registers.png
Scale bar: 50 um. Other sequential cells in the stronger gray, the rest of the logic in the fainter gray.
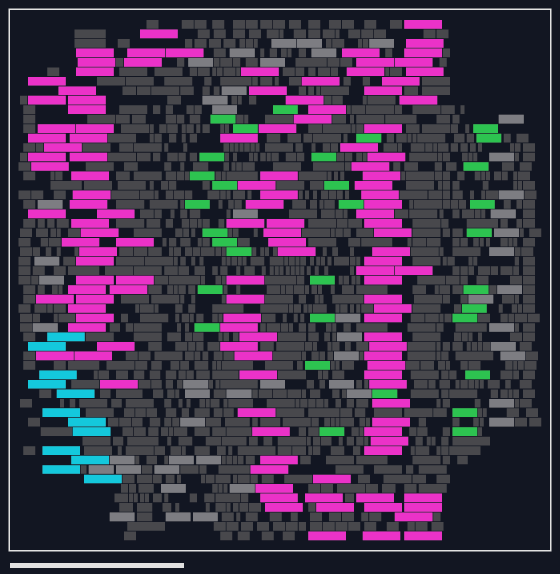
metal_stack.png
Only two layers are drawn.
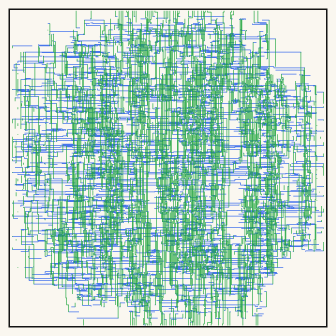
zoom.png
Region (19, 96) to (59, 136) um. Cells in gray, sequential cells in the stronger gray; small squares are vias.
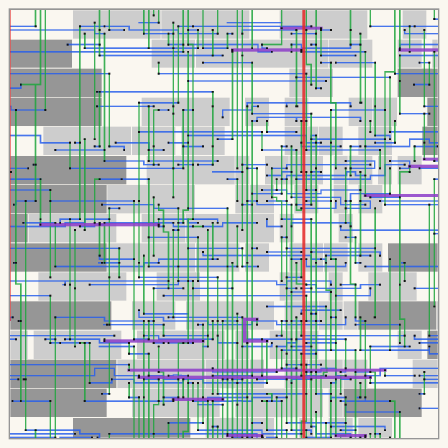
==> config.mk <==
export PLATFORM = sky130hd
export DESIGN_NAME = store_buffer
export DESIGN_NICKNAME = d
export VERILOG_FILES = /design/src/rtl/store_buffer.sv
export SDC_FILE = /design/constraint.sdc
export NUM_CORES = 1
export LEC_CHECK = 0
export CORE_MARGIN = 2
export CORE_UTILIZATION = 57
export DETAILED_ROUTE_END_ITERATION = 8
export GPL_TIMING_DRIVEN = 0
export MAX_ROUTING_LAYER = met4
export PLACE_DENSITY = 0.81
export SLEW_MARGIN = 20
export SYNTH_ARGS = -nofsm -noshare
export SYNTH_HDL_FRONTEND = slang
export SYNTH_SLANG_ARGS = --single-unit
==> constraint.sdc <==
create_clock -name clk -period 5.66 [get_ports clk]
set_clock_uncertainty 0.05 [all_clocks]
set_input_delay 1.132 -clock clk [delete_from_list [all_inputs] [get_ports clk]]
set_output_delay 1.132 -clock clk [all_outputs]
set_load 0.005 [all_outputs]
==> src/rtl/store_buffer.sv <==
// store_buffer: posted-store FIFO in front of a single-port data memory.
// Stores drain one per cycle when the port is free. Loads complete in one
// cycle, forwarded from the youngest matching buffered store or read from memory.
module store_buffer #(
  parameter int unsigned DEPTH  = 4,
  parameter int unsigned ADDR_W = 3,
  parameter int unsigned DATA_W = 32
) (
  input  logic                     clk,
  input  logic                     reset,
  input  logic                     req_valid,
  input  logic                     req_write,
  input  logic [ADDR_W-1:0]        req_adr,
  input  logic [DATA_W-1:0]        req_wdata,
  output logic                     req_ready,
  input  logic                     mem_hold,
  output logic                     load_valid,
  output logic [DATA_W-1:0]        load_data,
  output logic [ADDR_W-1:0]        mem_adr,
  output logic [DATA_W-1:0]        mem_writeIn,
  output logic                     mem_writePin,
  output logic                     mem_readPin,
  input  logic [DATA_W-1:0]        mem_readOut,
  output logic [$clog2(DEPTH):0]   count,
  output logic                     empty
);

  localparam int unsigned PTR_W = $clog2(DEPTH);
  localparam int unsigned CNT_W = PTR_W + 1;

  logic [ADDR_W-1:0] ent_adr  [DEPTH];
  logic [DATA_W-1:0] ent_data [DEPTH];
  logic [DEPTH-1:0]  ent_valid;
  logic [PTR_W-1:0]  head;
  logic [PTR_W-1:0]  tail;

  logic              hit;
  logic [DATA_W-1:0] hit_data;
  logic              full;
  logic              miss_go;
  logic              drain;
  logic              store_acc;
  logic              load_acc;

  logic              hit_q;
  logic [DATA_W-1:0] fwd_q;
  logic [DATA_W-1:0] last_q;
  logic              load_valid_q;

  // Youngest-first match search, starting at tail-1 and walking backward
  always_comb begin
    hit      = 1'b0;
    hit_data = '0;
    for (int unsigned i = 0; i < DEPTH; i++) begin
      if (!hit && ent_valid[tail - PTR_W'(i + 1)] &&
          ent_adr[tail - PTR_W'(i + 1)] == req_adr) begin
        hit      = 1'b1;
        hit_data = ent_data[tail - PTR_W'(i + 1)];
      end
    end
  end

  // Port arbitration: full buffer drains first, then a load miss, then a drain
  always_comb begin
    full      = (count == CNT_W'(DEPTH));
    miss_go   = !reset && req_valid && !req_write && !hit && !mem_hold && !full;
    drain     = !reset && !mem_hold && (count != '0) && !miss_go;
    req_ready = !reset && req_valid && (req_write ? !full : (hit || miss_go));
    store_acc = req_ready && req_write;
    load_acc  = req_ready && !req_write;
  end

  // Memory port drive; address and data are zero when idle
  always_comb begin
    mem_writePin = drain;
    mem_readPin  = miss_go;
    mem_adr      = '0;
    mem_writeIn  = '0;
    if (drain) begin
      mem_adr     = ent_adr[head];
      mem_writeIn = ent_data[head];
    end else if (miss_go) begin
      mem_adr = req_adr;
    end
  end

  // Entry payload storage; validity is tracked separately with reset
  always_ff @(posedge clk) begin
    if (store_acc) begin
      ent_adr[tail]  <= req_adr;
      ent_data[tail] <= req_wdata;
    end
  end

  // FIFO pointers, occupancy and validity
  always_ff @(posedge clk) begin
    if (reset) begin
      head      <= '0;
      tail      <= '0;
      count     <= '0;
      ent_valid <= '0;
    end else begin
      if (store_acc) begin
        ent_valid[tail] <= 1'b1;
        tail            <= tail + PTR_W'(1);
      end
      if (drain) begin
        ent_valid[head] <= 1'b0;
        head            <= head + PTR_W'(1);
      end
      count <= count + CNT_W'(store_acc) - CNT_W'(drain);
    end
  end

  // Load response pipeline: forwarding capture and last-result hold
  always_ff @(posedge clk) begin
    if (reset) begin
      load_valid_q <= 1'b0;
      hit_q        <= 1'b0;
      fwd_q        <= '0;
      last_q       <= '0;
    end else begin
      load_valid_q <= load_acc;
      if (load_acc) begin
        hit_q <= hit;
        fwd_q <= hit_data;
      end
      if (load_valid_q) begin
        last_q <= load_data;
      end
    end
  end

  // Miss data passes straight through from the memory's read register
  always_comb begin
    load_valid = load_valid_q;
    load_data  = last_q;
    if (load_valid_q) begin
      load_data = hit_q ? fwd_q : mem_readOut;
    end
    empty = (count == '0);
  end

endmodule

==> flow_metrics.tcl <==
# flow metrics
set metrics [dict create \
    area.growth.synth_to_final_pct 21.67 \
    drt_wl_total_um 36170 \
    post-route-drc-count 0 \
    setup_tns_ps 0 \
    seq_cells 221 \
    nWellTaps 285 \
    worstSetupStartpointType "input pin" \
    seq_area_frac 0.3679 \
    cp_top_family "buffers and inverters" \
    top_usage_layer "met2" \
    p_comb_uw 808 \
    avgRoutedWirePerCell_um 23.05 \
    yosys_cells 1088 \
    p_sw_frac 0.2442 \
    internal_power_mw 3.276 \
    clockNetworkAreaShare 0.05618 \
    ys_seq_frac 0.4476 \
    critical_path.max_stage_delay_ps 530 \
    combGateArea_mm2 0.006710 \
    top_area_cell "edfxtp_1" \
    leakage_nw 5.210 \
    maxCapViolations 0 \
    criticalPathCategory "in -> out" \
    drv_slew 0 \
    bufAreaShareNonClock 0.1275 \
    antenna_found_initial 0 \
    cts_resized 2 \
    simple_gate_area_frac 0.1467 \
    outcome "completed" \
    peakVddDrop_v 0.0002304 \
    rr_endpoint "count[2]" \
    cp.required_ps 4480 \
    p_clk_frac 0.400 \
    p_per_area_mw_per_mm2 273.7 \
    gr-usage-met1 0.4026 \
    final_net_count 1349 \
    critPathLaunch "req_adr[0]" \
    cts_buffer_depth 3 \
    met3_usage 0.04345 \
    synth_flops 221 \
    yosysWarningCount 0 \
    fin_area_mm2 0.01584 \
]
-- registers.png (at the start) --
[green] `fwd_q` | flops: 32
[magenta] `ent_data` | flops: 128
[cyan] `ent_adr` | flops: 12 | where: bottom left

-- metal_stack.png (at the start) --
[blue] met1 | wire length: 13,600 um
[green] met2 | wire length: 17,400 um

-- zoom.png (at the start) --
[red] met4
[green] met2
[purple] met3
[blue] met1
netlist names of flops here include: `ent_data` (10), `fwd_q` (3)
cells with their middle in the window: 91
most frequent: mux4_2 (18), nand2_1 (13), mux2_2 (12)
sequential cells in the window: 14

## worst min-delay path by stage
stage,slack [ps],cells past startpoint,start,to
global placement,460,2,ent_valid[3],ent_valid[3]
global route,500,2,ent_valid[3],ent_valid[3]
detailed placement,470,2,ent_valid[1],ent_valid[1]
finish,470,2,ent_valid[3],ent_valid[3]
CTS,480,2,ent_valid[1],ent_valid[1]
floorplan,440,2,ent_valid[3],ent_valid[3]
## cells in the mapped netlist (33+ instances only)
library cell and number:
edfxtp_1 140, clkbuf_1 68, mux2i_1 42, dfxtp_1 81, a21oi_1 34, and2_1 33, nor2b_1 65, mux4_2 104
nand2_1 69, and3_1 37, mux2_2 68, nor2_1 110
## per-layer routing
layer	vias up	part of all wire
met2	605	0.48
li1	4509	-
met4	0	0.045
met1	4926	0.38
met5	-	0
met3	134	0.096
